===== src/rtl/atm_pkg.sv =====
// Shared types for the ATM session controller: FSM states, selector encodings, default width.
package atm_pkg;

  localparam int unsigned ATM_W = 4;

  typedef enum logic [1:0] {
    IDLE     = 2'b00,
    PIN_WAIT = 2'b01,
    MENU     = 2'b10,
    LOCKED   = 2'b11
  } state_t;

  typedef enum logic [1:0] {
    SEL_INQ  = 2'b00,
    SEL_WD   = 2'b01,
    SEL_DEP  = 2'b10,
    SEL_EXIT = 2'b11
  } sel_t;

endpackage


===== src/rtl/atm_balance_alu.sv =====
// Combinational balance update: withdraw/deposit with underflow and overflow rejection.
// Also used by the display datapath, so it carries no state.
module atm_balance_alu
  import atm_pkg::*;
#(
  parameter int unsigned W = ATM_W
) (
  input  logic [W-1:0] bal,
  input  logic [W-1:0] amt,
  input  logic [1:0]   sel,
  output logic [W-1:0] next_bal,
  output logic         wd_err,
  output logic         ovf_err
);

  logic [W:0] sum;

  always_comb begin
    sum      = {1'b0, bal} + {1'b0, amt};
    next_bal = bal;
    wd_err   = 1'b0;
    ovf_err  = 1'b0;
    case (sel_t'(sel))
      SEL_WD: begin
        if (amt > bal) wd_err = 1'b1;
        else           next_bal = bal - amt;
      end
      SEL_DEP: begin
        // Carry out of the W+1 bit sum means the deposit cannot fit.
        if (sum[W]) ovf_err = 1'b1;
        else        next_bal = sum[W-1:0];
      end
      default: next_bal = bal;
    endcase
  end

endmodule


===== src/rtl/atm_session_ctrl.sv =====
// ATM session FSM: PIN check with lockout, then inquiry/withdraw/deposit/exit on the balance.
// Optional idle auto-logout is enabled by defining ATM_TIMEOUT_EN.
module atm_session_ctrl
  import atm_pkg::*;
#(
  parameter int unsigned W         = ATM_W,
  parameter int unsigned MAX_TRIES = 3,
  parameter int unsigned INIT_BAL  = 0,
  parameter int unsigned TIMEOUT   = 15
) (
  input  logic         clk,
  input  logic         rst,
  input  logic         card_in,
  input  logic [W-1:0] prefed,
  input  logic [W-1:0] pin,
  input  logic         pin_valid,
  input  logic [1:0]   sel,
  input  logic [W-1:0] amt,
  input  logic         txn_valid,
  output logic [W-1:0] dout,
  output logic         signal,
  output logic         wd,
  output logic         ovf,
  output logic         done,
  output logic         auth,
  output logic [2:0]   tries
);

  state_t       state;
  logic [W-1:0] next_bal;
  logic         wd_err;
  logic         ovf_err;
  logic [2:0]   tries_inc;
  logic         timeout_hit_c;

  assign tries_inc = tries + 3'd1;

  // dout doubles as the balance register.
  atm_balance_alu #(.W(W)) u_alu (
    .bal      (dout),
    .amt      (amt),
    .sel      (sel),
    .next_bal (next_bal),
    .wd_err   (wd_err),
    .ovf_err  (ovf_err)
  );

`ifdef ATM_TIMEOUT_EN
  localparam int unsigned TW = (TIMEOUT < 2) ? 1 : $clog2(TIMEOUT + 1);

  logic [TW-1:0] idle_cnt;
  logic          in_session_c;
  logic          accepted_c;

  assign in_session_c  = (state == PIN_WAIT) || (state == MENU);
  assign accepted_c    = ((state == PIN_WAIT) && pin_valid) || ((state == MENU) && txn_valid);
  assign timeout_hit_c = in_session_c && card_in && !accepted_c &&
                         (idle_cnt == TW'(TIMEOUT - 1));

  // Counts consecutive idle cycles inside a session; any activity or state change restarts it.
  always_ff @(posedge clk) begin
    if (rst) begin
      idle_cnt <= '0;
    end else if (!in_session_c || !card_in || accepted_c || timeout_hit_c) begin
      idle_cnt <= '0;
    end else begin
      idle_cnt <= idle_cnt + TW'(1);
    end
  end
`else
  assign timeout_hit_c = 1'b0;
`endif

  always_ff @(posedge clk) begin
    if (rst) begin
      state  <= IDLE;
      dout   <= W'(INIT_BAL);
      signal <= 1'b0;
      wd     <= 1'b0;
      ovf    <= 1'b0;
      done   <= 1'b0;
      auth   <= 1'b0;
      tries  <= 3'd0;
    end else begin
      wd   <= 1'b0;
      ovf  <= 1'b0;
      done <= 1'b0;
      case (state)
        IDLE: begin
          if (card_in) state <= PIN_WAIT;
        end
        PIN_WAIT: begin
          if (!card_in || timeout_hit_c) begin
            state <= IDLE;
          end else if (pin_valid) begin
            if (pin == prefed) begin
              state <= MENU;
              auth  <= 1'b1;
              tries <= 3'd0;
            end else begin
              tries <= tries_inc;
              if (tries_inc == 3'(MAX_TRIES)) begin
                state  <= LOCKED;
                signal <= 1'b1;
              end
            end
          end
        end
        MENU: begin
          if (!card_in || timeout_hit_c) begin
            state <= IDLE;
            auth  <= 1'b0;
          end else if (txn_valid) begin
            dout <= next_bal;
            wd   <= wd_err;
            ovf  <= ovf_err;
            done <= !(wd_err || ovf_err);
            if (sel_t'(sel) == SEL_EXIT) begin
              state <= IDLE;
              auth  <= 1'b0;
              tries <= 3'd0;
            end
          end
        end
        LOCKED: begin
          // Only reset leaves lockout.
          signal <= 1'b1;
        end
        default: begin
          state <= IDLE;
        end
      endcase
    end
  end

endmodule


===== config.mk =====
export PLATFORM = sky130hd
export DESIGN_NAME = atm_session_ctrl
export DESIGN_NICKNAME = d
export VERILOG_FILES = /design/src/rtl/atm_pkg.sv /design/src/rtl/atm_balance_alu.sv /design/src/rtl/atm_session_ctrl.sv
export SDC_FILE = /design/constraint.sdc
export NUM_CORES = 1
export LEC_CHECK = 0
export CAP_MARGIN = 20
export CELL_PAD_IN_SITES_DETAIL_PLACEMENT = 1
export CELL_PAD_IN_SITES_GLOBAL_PLACEMENT = 1
export CORE_MARGIN = 2
export CORE_UTILIZATION = 30
export CTS_BUF_LIST = sky130_fd_sc_hd__clkbuf_4 sky130_fd_sc_hd__clkbuf_8 sky130_fd_sc_hd__clkbuf_16
export CTS_CLUSTER_DIAMETER = 200
export DETAILED_ROUTE_END_ITERATION = 6
export PLACE_DENSITY_LB_ADDON = 0.1
export SYNTH_ARGS = -nofsm -noshare
export SYNTH_HDL_FRONTEND = slang
export SYNTH_SLANG_ARGS = --single-unit

===== constraint.sdc =====
create_clock -name clk -period 2.4 [get_ports clk]
set_input_delay 0.36 -clock clk [delete_from_list [all_inputs] [get_ports clk]]
set_output_delay 0.36 -clock clk [all_outputs]
set_load 0.03 [all_outputs]

==> results.ini, run 1 <==
[worst_setup_path]
cp.depth=9
critPathSlowestCell=clkdlybuf4s50_1
path_delay_family=simple AND/OR/NAND/NOR gates
rrSetupSlack_ps=360
startpoint_type=input port
end_kind=register
crit_required_ps=2590
startpoint=amt[0]
worstPathArrival_ps=2480

[floorplanning]
dieArea_sq_um=4390
core_sq_um=3690
fp_util=0.315

[route]
route.met3.wl_microns=85

[layout]
largest_register_ffs=4
comb_area_sq_um=815
inv_count=12
logic_gate_count=99
final_common_cell=clkdlybuf4s50_1
fin_util=0.434
final_area_sq_um=1600
nNetsFinal=204
seq_cells=14
comb_share=0.509

[grt]
grt_pass1_wl_microns=5020
track_usage=0.152
grt_pass1_vias=1100
grt.busiest_layer=met2
grt_overflow=0
grt_antenna_before_repair=0

[clock_network]
cts_buffers=3
tritoncts=yes
cts_max_level=1
clock_latency_ps=240
cts_hold_buf=0
clk_path_buf_depth=2
cts_root_buffer=clkbuf_8

[yosys]
ys_sh_aoi=0.158
yosys_cells=128
synth-warning-count=0
simple_gate_share=0.241
xor_share=0.0452
ys_async_sr_fraction=0
synth.cell_area_sq_um=1160
synth_top_cell_by_area=dfxtp_1
synth-seq-cells=14
ys_seq_share=0.241
synthMuxAreaShare=0.0387
ys_area_sq_um=1160
logic_family=simple AND/OR/NAND/NOR gates

[sta]
fin_skew_ps=0.801
rsz0062_at_grt=no
worst_slack_ps=106
period_needed_ps=2290
setup_viol=0
finalHoldViolations=0

[power]
internal-power_uw=462
ir_drop_mv=0.144
powerClk_uw=235
clkPwrFrac=0.370
pg_seq_uw=244
maxPowerGroup=registers
power_uw=634

[placed_design]
place_congestion=0.811
numPlacedInstances=208
dp_slack_ps=-182
port_buffers=30

[worst_hold_path]
min_path_cells=2
hp-start=signal$_SDFFE_PP0P_

[status]
outcome=finished, final reports clean

[flow_run]
openroad.warnings=36

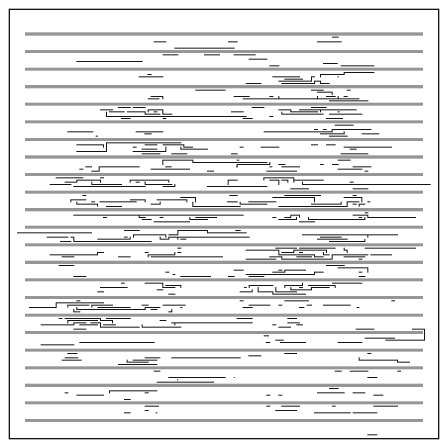
run_1/met1.png
Supply wires on this layer in gray.
The wires run mostly horizontal. The layer carries 1200 microns of wire. 172 nets have wire on it. The layer holds 41% of the routed length. The longest straight run is 26.2 microns.
met1 Resource Use GR: 0.152
routed via count: 1036
WL final: 2960 microns

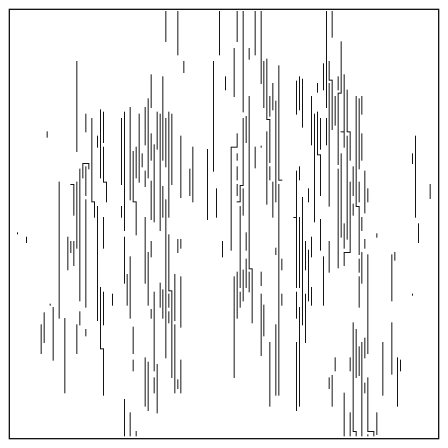
run_1/met2.png
179 nets have wire on it. The wires run mostly vertical. The layer holds 55% of the routed length.
met2 usage: 0.301

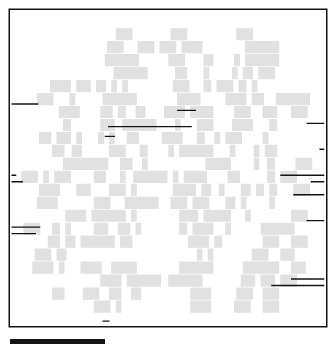
run_1/met3.png
Scale bar: 20 microns. Cells faint in the background.
The layer holds 2.9% of the routed length. 16 nets have wire on it.

==> run 2, diff against run 1 <==
clock period = 2.8 ns   (was 2.4 ns; I/O delays follow)
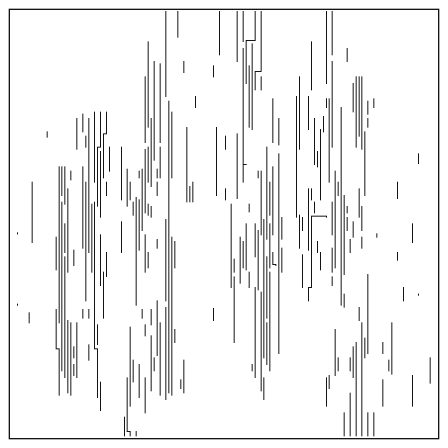
run_2/met2.png
The layer holds 55% of the routed length. The layer carries 1530 microns of wire. The wires run mostly vertical. The longest straight run is 45.2 microns.

==> run 2 against run 1 <==
Compared with the run above: clock power down 13%; critical endpoint unchanged; setup slack improved by 330 ps; largest cell class unchanged; global-route usage fell by 0.74 points; critical path type unchanged; final cell count is 2.8% lower; wire length fell by 5.2%.
==> results.ini, run 2 <==
[grt]
grt_use_met2=0.275
grt_pass1_wl_microns=4770
grt_overflow=0
grt.busiest_layer=met2

[layout]
logic_gate_count=99
inv_count=12
largest_register_ffs=4
final_common_cell=clkdlybuf4s50_1
nNetsFinal=198
comb_share=0.524
final_area_sq_um=1560

[worst_setup_path]
startpoint=amt[0]
rrSetupSlack_ps=750
critPathSlowestCell=clkdlybuf4s50_1
crit_required_ps=2990
worstPathArrival_ps=2550
cp.depth=8
end_kind=register
startpoint_type=input port

[sta]
period_needed_ps=2360
rsz0062_at_grt=no

[yosys]
ys_async_sr_fraction=0
logic_family=simple AND/OR/NAND/NOR gates
ys_sh_aoi=0.158
xor_share=0.0452
simple_gate_share=0.241
synth.cell_area_sq_um=1160
yosys_cells=128
synth-seq-cells=14
ys_area_sq_um=1160

[power]
ir_drop_mv=0.123
internal-power_uw=391
clkPwrFrac=0.380
power_uw=541
maxPowerGroup=registers

[clock_network]
cts_max_level=1
clock_latency_ps=250
tritoncts=yes
clk_path_buf_depth=2

[placed_design]
dp_slack_ps=157
place_congestion=0.758
numPlacedInstances=203

[worst_hold_path]
min_path_cells=2

[route]
drt-total-wl_microns=2800
route.met3.wl_microns=70
vias=1005

[flow_run]
openroad.warnings=36

[floorplanning]
fp_util=0.315

[status]
outcome=finished, final reports clean

Power and IR drop assume default switching activity.
